Fig. 1: wiring heat map
The die is cut into 14 by 14 equal tiles; black is low, pale yellow is high, scaled to the fullest tile. Values are wire area over tile area, all layers added.
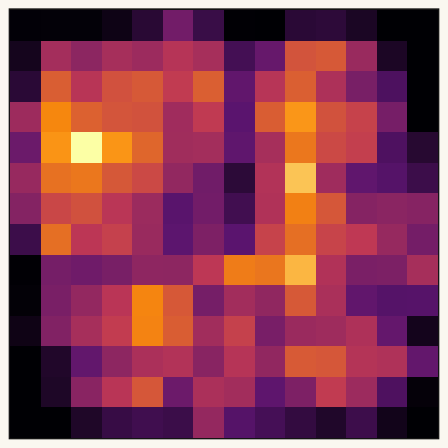
Fig. 2: placed standard cells
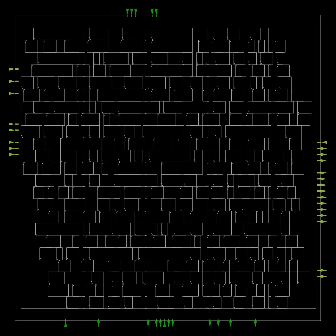
Fig. 3: the metal 3 layer
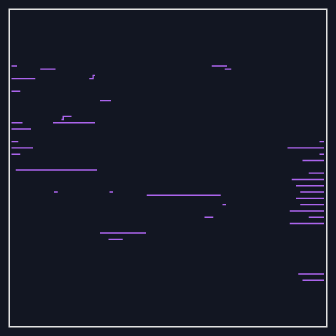
$ cat src/rtl/multi_cycle_control_pkg.sv
// multi_cycle_control_pkg: state, opcode, alu_op and datapath select encodings shared by the control FSM.
package multi_cycle_control_pkg;

    typedef enum logic [3:0] {
        S_IDLE, S_FETCH, S_DECODE, S_MEM_ADDR, S_MEM_READ, S_MEM_WB, S_MEM_WRITE,
        S_R_EXEC, S_R_WB, S_I_EXEC, S_I_WB, S_BRANCH, S_JUMP, S_JR
    } state_t;

    typedef enum logic [2:0] {
        CLS_R, CLS_JR, CLS_I, CLS_LOAD, CLS_STORE, CLS_BRANCH, CLS_JUMP, CLS_ILLEGAL
    } instr_class_t;

    localparam logic [5:0] OP_RTYPE = 6'h00;
    localparam logic [5:0] OP_J     = 6'h02;
    localparam logic [5:0] OP_JAL   = 6'h03;
    localparam logic [5:0] OP_BEQ   = 6'h04;
    localparam logic [5:0] OP_BNE   = 6'h05;
    localparam logic [5:0] OP_ADDI  = 6'h08;
    localparam logic [5:0] OP_ANDI  = 6'h0C;
    localparam logic [5:0] OP_ORI   = 6'h0D;
    localparam logic [5:0] OP_LUI   = 6'h0F;
    localparam logic [5:0] OP_LW    = 6'h23;
    localparam logic [5:0] OP_SW    = 6'h2B;
    localparam logic [5:0] FN_JR    = 6'h08;

    // Must match the ALU control decoder bit-for-bit.
    localparam logic [2:0] ALU_R   = 3'b111;
    localparam logic [2:0] ALU_ADD = 3'b100;
    localparam logic [2:0] ALU_AND = 3'b010;
    localparam logic [2:0] ALU_OR  = 3'b001;
    localparam logic [2:0] ALU_LUI = 3'b000;
    localparam logic [2:0] ALU_SUB = 3'b011;

    localparam logic [1:0] REG_DST_RT = 2'b00;
    localparam logic [1:0] REG_DST_RD = 2'b01;
    localparam logic [1:0] REG_DST_RA = 2'b10;

    localparam logic [1:0] M2R_ALU = 2'b00;
    localparam logic [1:0] M2R_MDR = 2'b01;
    localparam logic [1:0] M2R_PC  = 2'b10;

    localparam logic [1:0] SRC_B_REG  = 2'b00;
    localparam logic [1:0] SRC_B_FOUR = 2'b01;
    localparam logic [1:0] SRC_B_IMM  = 2'b10;
    localparam logic [1:0] SRC_B_BOFF = 2'b11;

    localparam logic [1:0] PC_SRC_ALU    = 2'b00;
    localparam logic [1:0] PC_SRC_ALUOUT = 2'b01;
    localparam logic [1:0] PC_SRC_JUMP   = 2'b10;
    localparam logic [1:0] PC_SRC_REG    = 2'b11;

    function automatic logic [2:0] i_alu_op(input logic [5:0] op);
        return op == OP_ANDI ? ALU_AND : op == OP_ORI ? ALU_OR : op == OP_LUI ? ALU_LUI : ALU_ADD;
    endfunction

    function automatic logic is_zext(input logic [5:0] op);
        return op == OP_ANDI || op == OP_ORI;
    endfunction

endpackage

$ cat src/rtl/control_opcode_class.sv
// control_opcode_class: maps opcode/funct to the instruction class that steers the control FSM.
module control_opcode_class
    import multi_cycle_control_pkg::*;
(
    input  logic [5:0]   opcode,
    input  logic [5:0]   funct,
    output instr_class_t cls
);

    always_comb begin
        cls = CLS_ILLEGAL;
        case (opcode)
            OP_RTYPE:                       cls = funct == FN_JR ? CLS_JR : CLS_R;
            OP_ADDI, OP_ANDI, OP_ORI, OP_LUI: cls = CLS_I;
            OP_LW:                          cls = CLS_LOAD;
            OP_SW:                          cls = CLS_STORE;
            OP_BEQ, OP_BNE:                 cls = CLS_BRANCH;
            OP_J, OP_JAL:                   cls = CLS_JUMP;
            default:                        cls = CLS_ILLEGAL;
        endcase
    end

endmodule

$ cat src/rtl/multi_cycle_control.sv
// multi_cycle_control: multi-cycle MIPS main control FSM driving datapath selects, write enables and alu_op.
module multi_cycle_control
    import multi_cycle_control_pkg::*;
#(
    parameter bit MEM_WAIT_EN = 1'b1,
    parameter int RA_REG      = 31
) (
    input  logic       clk,
    input  logic       reset,
    input  logic [5:0] opcode_i,
    input  logic [5:0] funct_i,
    input  logic       zero_i,
    input  logic       mem_ready_i,
    output logic       pc_write_o,
    output logic       i_or_d_o,
    output logic       mem_read_o,
    output logic       mem_write_o,
    output logic       ir_write_o,
    output logic [1:0] reg_dst_o,
    output logic [1:0] mem_to_reg_o,
    output logic       reg_write_o,
    output logic       alu_src_a_o,
    output logic [1:0] alu_src_b_o,
    output logic       imm_zext_o,
    output logic [1:0] pc_source_o,
    output logic [2:0] alu_op_o,
    output logic       illegal_o,
    output logic [3:0] state_o
);

    if (RA_REG < 0 || RA_REG > 31) begin : g_ra_range
        $error("RA_REG must be a 5-bit register index");
    end

    state_t       state, next;
    logic [5:0]   op_q, fn_q;
    instr_class_t cls_now, cls_q;
    logic         ready;

    assign ready   = mem_ready_i | ~MEM_WAIT_EN;
    assign state_o = state;

    control_opcode_class u_cls_now (.opcode(opcode_i), .funct(funct_i), .cls(cls_now));
    control_opcode_class u_cls_q   (.opcode(op_q),     .funct(fn_q),    .cls(cls_q));

    always_ff @(posedge clk or negedge reset) begin
        if (!reset) begin
            state <= S_IDLE;
            op_q  <= '0;
            fn_q  <= '0;
        end else begin
            state <= next;
            if (state == S_DECODE) begin
                op_q <= opcode_i;
                fn_q <= funct_i;
            end
        end
    end

    always_comb begin
        next         = state;
        pc_write_o   = 1'b0;
        i_or_d_o     = 1'b0;
        mem_read_o   = 1'b0;
        mem_write_o  = 1'b0;
        ir_write_o   = 1'b0;
        reg_dst_o    = REG_DST_RT;
        mem_to_reg_o = M2R_ALU;
        reg_write_o  = 1'b0;
        alu_src_a_o  = 1'b0;
        alu_src_b_o  = SRC_B_REG;
        imm_zext_o   = 1'b0;
        pc_source_o  = PC_SRC_ALU;
        alu_op_o     = ALU_LUI;
        illegal_o    = 1'b0;
        case (state)
            S_IDLE: next = S_FETCH;
            S_FETCH: begin
                mem_read_o  = 1'b1;
                alu_src_b_o = SRC_B_FOUR;
                alu_op_o    = ALU_ADD;
                pc_source_o = PC_SRC_ALU;
                ir_write_o  = ready;
                pc_write_o  = ready;
                next        = ready ? S_DECODE : S_FETCH;
            end
            S_DECODE: begin
                alu_src_b_o = SRC_B_BOFF;
                alu_op_o    = ALU_ADD;
                illegal_o   = cls_now == CLS_ILLEGAL;
                case (cls_now)
                    CLS_R:               next = S_R_EXEC;
                    CLS_JR:              next = S_JR;
                    CLS_I:               next = S_I_EXEC;
                    CLS_LOAD, CLS_STORE: next = S_MEM_ADDR;
                    CLS_BRANCH:          next = S_BRANCH;
                    CLS_JUMP:            next = S_JUMP;
                    default:             next = S_FETCH;
                endcase
            end
            S_R_EXEC: begin
                alu_src_a_o = 1'b1;
                alu_src_b_o = SRC_B_REG;
                alu_op_o    = ALU_R;
                next        = S_R_WB;
            end
            S_R_WB: begin
                reg_write_o  = 1'b1;
                reg_dst_o    = REG_DST_RD;
                mem_to_reg_o = M2R_ALU;
                next         = S_FETCH;
            end
            S_I_EXEC: begin
                alu_src_a_o = 1'b1;
                alu_src_b_o = SRC_B_IMM;
                alu_op_o    = i_alu_op(op_q);
                imm_zext_o  = is_zext(op_q);
                next        = S_I_WB;
            end
            S_I_WB: begin
                reg_write_o = 1'b1;
                imm_zext_o  = is_zext(op_q);
                next        = S_FETCH;
            end
            S_MEM_ADDR: begin
                alu_src_a_o = 1'b1;
                alu_src_b_o = SRC_B_IMM;
                alu_op_o    = ALU_ADD;
                next        = cls_q == CLS_LOAD ? S_MEM_READ : S_MEM_WRITE;
            end
            S_MEM_READ: begin
                mem_read_o = 1'b1;
                i_or_d_o   = 1'b1;
                next       = ready ? S_MEM_WB : S_MEM_READ;
            end
            S_MEM_WB: begin
                reg_write_o  = 1'b1;
                mem_to_reg_o = M2R_MDR;
                next         = S_FETCH;
            end
            S_MEM_WRITE: begin
                mem_write_o = 1'b1;
                i_or_d_o    = 1'b1;
                next        = ready ? S_FETCH : S_MEM_WRITE;
            end
            S_BRANCH: begin
                alu_src_a_o = 1'b1;
                alu_src_b_o = SRC_B_REG;
                alu_op_o    = ALU_SUB;
                pc_source_o = PC_SRC_ALUOUT;
                pc_write_o  = (op_q == OP_BEQ && zero_i) || (op_q == OP_BNE && !zero_i);
                next        = S_FETCH;
            end
            S_JUMP: begin
                // PC was already advanced in FETCH, so it is the jal link value.
                pc_write_o   = 1'b1;
                pc_source_o  = PC_SRC_JUMP;
                reg_write_o  = op_q == OP_JAL;
                reg_dst_o    = op_q == OP_JAL ? REG_DST_RA : REG_DST_RT;
                mem_to_reg_o = op_q == OP_JAL ? M2R_PC : M2R_ALU;
                next         = S_FETCH;
            end
            S_JR: begin
                pc_write_o  = 1'b1;
                pc_source_o = PC_SRC_REG;
                alu_op_o    = ALU_R;
                next        = S_FETCH;
            end
            default: next = S_IDLE;
        endcase
    end

endmodule
$ cat config.mk
export PLATFORM = sky130hd
export DESIGN_NAME = multi_cycle_control
export DESIGN_NICKNAME = d
export VERILOG_FILES = /design/src/rtl/multi_cycle_control_pkg.sv /design/src/rtl/control_opcode_class.sv /design/src/rtl/multi_cycle_control.sv
export SDC_FILE = /design/constraint.sdc
export NUM_CORES = 1
export LEC_CHECK = 0
export CAP_MARGIN = 20
export CELL_PAD_IN_SITES_DETAIL_PLACEMENT = 1
export CELL_PAD_IN_SITES_GLOBAL_PLACEMENT = 1
export CORE_UTILIZATION = 33
export CTS_BUF_LIST = sky130_fd_sc_hd__clkbuf_8
export DETAILED_ROUTE_END_ITERATION = 10
export GPL_TIMING_DRIVEN = 1
export MAX_ROUTING_LAYER = met4
export PLACE_DENSITY_LB_ADDON = 0.1
export SYNTH_ARGS = -nofsm -noshare
export SYNTH_HDL_FRONTEND = slang
export SYNTH_HIERARCHICAL = 1
export SYNTH_SLANG_ARGS = --single-unit
export TNS_END_PERCENT = 10
$ cat constraint.sdc
create_clock -name clk -period 1.9 [get_ports clk]
set_clock_uncertainty 0.15 [all_clocks]
set_input_delay 0.285 -clock clk [delete_from_list [all_inputs] [get_ports clk]]
set_output_delay 0.285 -clock clk [all_outputs]
set_load 0.02 [all_outputs]
==> job_summary.md <==
## PnR job results

| Metric | Value |
|---|---|
| Max-area cell share | `0.277` |
| Max-slew violation count | `0` |
| Status | `finished, violations left` |
| # diodes | `0` |
| CTS Buffer Depth | `2` |
| Crit path cell chain | `or4b_4 -> o41ai_4 -> buf_4` |
| Top cell excl fill/tap | `buf_4` |
| Worst Path Required | `1.46 ns` |
| DRC errors left | `0` |
| Kind of critical path | `reg -> out` |
| Final setup viols | `14` |
| CTS tree | `yes` |
| Pint | `2.10 mW` |
| Tcrit/Tclk final | `1.16` |
| Top-count cell post-synth | `nor2_1` |
| Clk latency late pin | `0.25 ns` |
| GRT busiest layer | `met2` |
| Mux cell area share after synthesis | `0.100` |
| Critical path's slowest cell | `or4b_4` |
| CTS sink count | `16` |
| TNS Setup | `-2.79 ns` |
| Hold Fails Final Rpt | `0` |
| Hold Path Stages | `2` |
| Clock power share | `0.081` |
| Failing checks | `setup timing` |
| Final Power | `3.81 mW` |
| Yosys warning count | `6` |
| Number of port buffers | `39` |
| Ys async rst share | `1.00` |
| DR iter-0 viols | `104` |
| Power Clock | `310 uW` |
| Tool Warnings | `29` |
| Most numerous logic cells after layout | `68 x buf_4, 14 x nor2_1, 13 x a21oi_1` |
| Final WS setup | `-0.308 ns` |
| Share of layout cells above drive strength 1 | `0.489` |
| Met1 usage | `0.322` |
| Post-synth top cells | `17 x nor2_1, 16 x dfrtp_1, 13 x a21oi_1` |
| Final min period | `2.21 ns` |
| Critical Path Max Stage Delay | `0.57 ns` |
| Unique masters post-synth | `44` |
| Worst slew margin | `0.782` |
| Hold_ws | `0.185 ns` |
| EDFF count, synth | `0` |
| First-pass GRT wire length | `8730 microns` |
| Register area share after synthesis | `0.277` |
| Post-route ant nets | `0` |
Back to the opening pictures, Fig. 1:
emptiest ninth of the die = lower left
tiles over half the peak = 27%
fullest tile = 0.51
mean over tiles = 0.19

Back to the opening pictures, Fig. 2:
Tapcells: 50
Seq/total area: 0.167
Site Rows: 23
Final Util: 0.593

Back to the opening pictures, Fig. 3:
nets with wire on the layer = 33
share of all routed wire = 2.8%
longest straight run = 17.2 microns

-- worst paths after layout --
| check | startpoint | to |
|---|---|---|
| worst max register to register | op_q[5]$_DFFE_PN0P_ | state_o[1]$_DFF_PN0_ |
| min in group asynchronous | reset | state_o[0]$_DFF_PN0_ |
| worst min register to register | fn_q[1]$_DFFE_PN0P_ | fn_q[1]$_DFFE_PN0P_ |
| worst max-delay path | op_q[5]$_DFFE_PN0P_ | pc_write_o |
| worst min-delay path | funct_i[2] | fn_q[2]$_DFFE_PN0P_ |
| max in group asynchronous | reset | state_o[1]$_DFF_PN0_ |
-- kinds of logic (layout without fill, tap and decap cells) --
logic type,count (synthesis),after routing
simple gates,84,84
compound gates,37,37
flops,16,16
mux,13,13
buf+inv,16,111
xor+xnor,5,5
-- registers in the layout, summed over array words and instances, names as in the netlist --
signal,count
state_o,4
op_q,6
fn_q,6
-- stage by stage --
stage / instances / util
floorplan: 171 / -
global placement: 309 / 0.556
detailed placement: 309 / 0.556
CTS: 315 / 0.575
global route: 316 / 0.593
finish: 316 / 0.593
-- worst reg2reg max path, delay by kind of cell, from the launching register on --
family	cells	cell delay, ns
flops	1	0.39
simple gates	3	0.53
compound gates	4	0.75
buf+inv	1	0.18
-- cell type report --
type / count / area (sq um) / area share
Multi-Input combinational cell: 139 / 1070 / 0.439
Clock buffer: 4 / 55.1 / 0.0226
Tap cell: 50 / 62.6 / 0.0257
Timing Repair Buffer: 102 / 826 / 0.339
Sequential cell: 16 / 407 / 0.167
Inverter: 5 / 18.8 / 0.00770
-- routing by layer --
layer	up-vias	wire, microns
li1	820	-
met1	844	2520
met2	43	2910
met3	10	161
met4	0	130
met5	-	0
-- repair_timing --
item | CTS | global route
pin swaps | 8 | 5
buffers inserted | 2 | 1
resized | 115 | 24
setup endpoints to repair | 28 | 23
Power figures rest on the tool's default switching activity, not on a simulated workload.
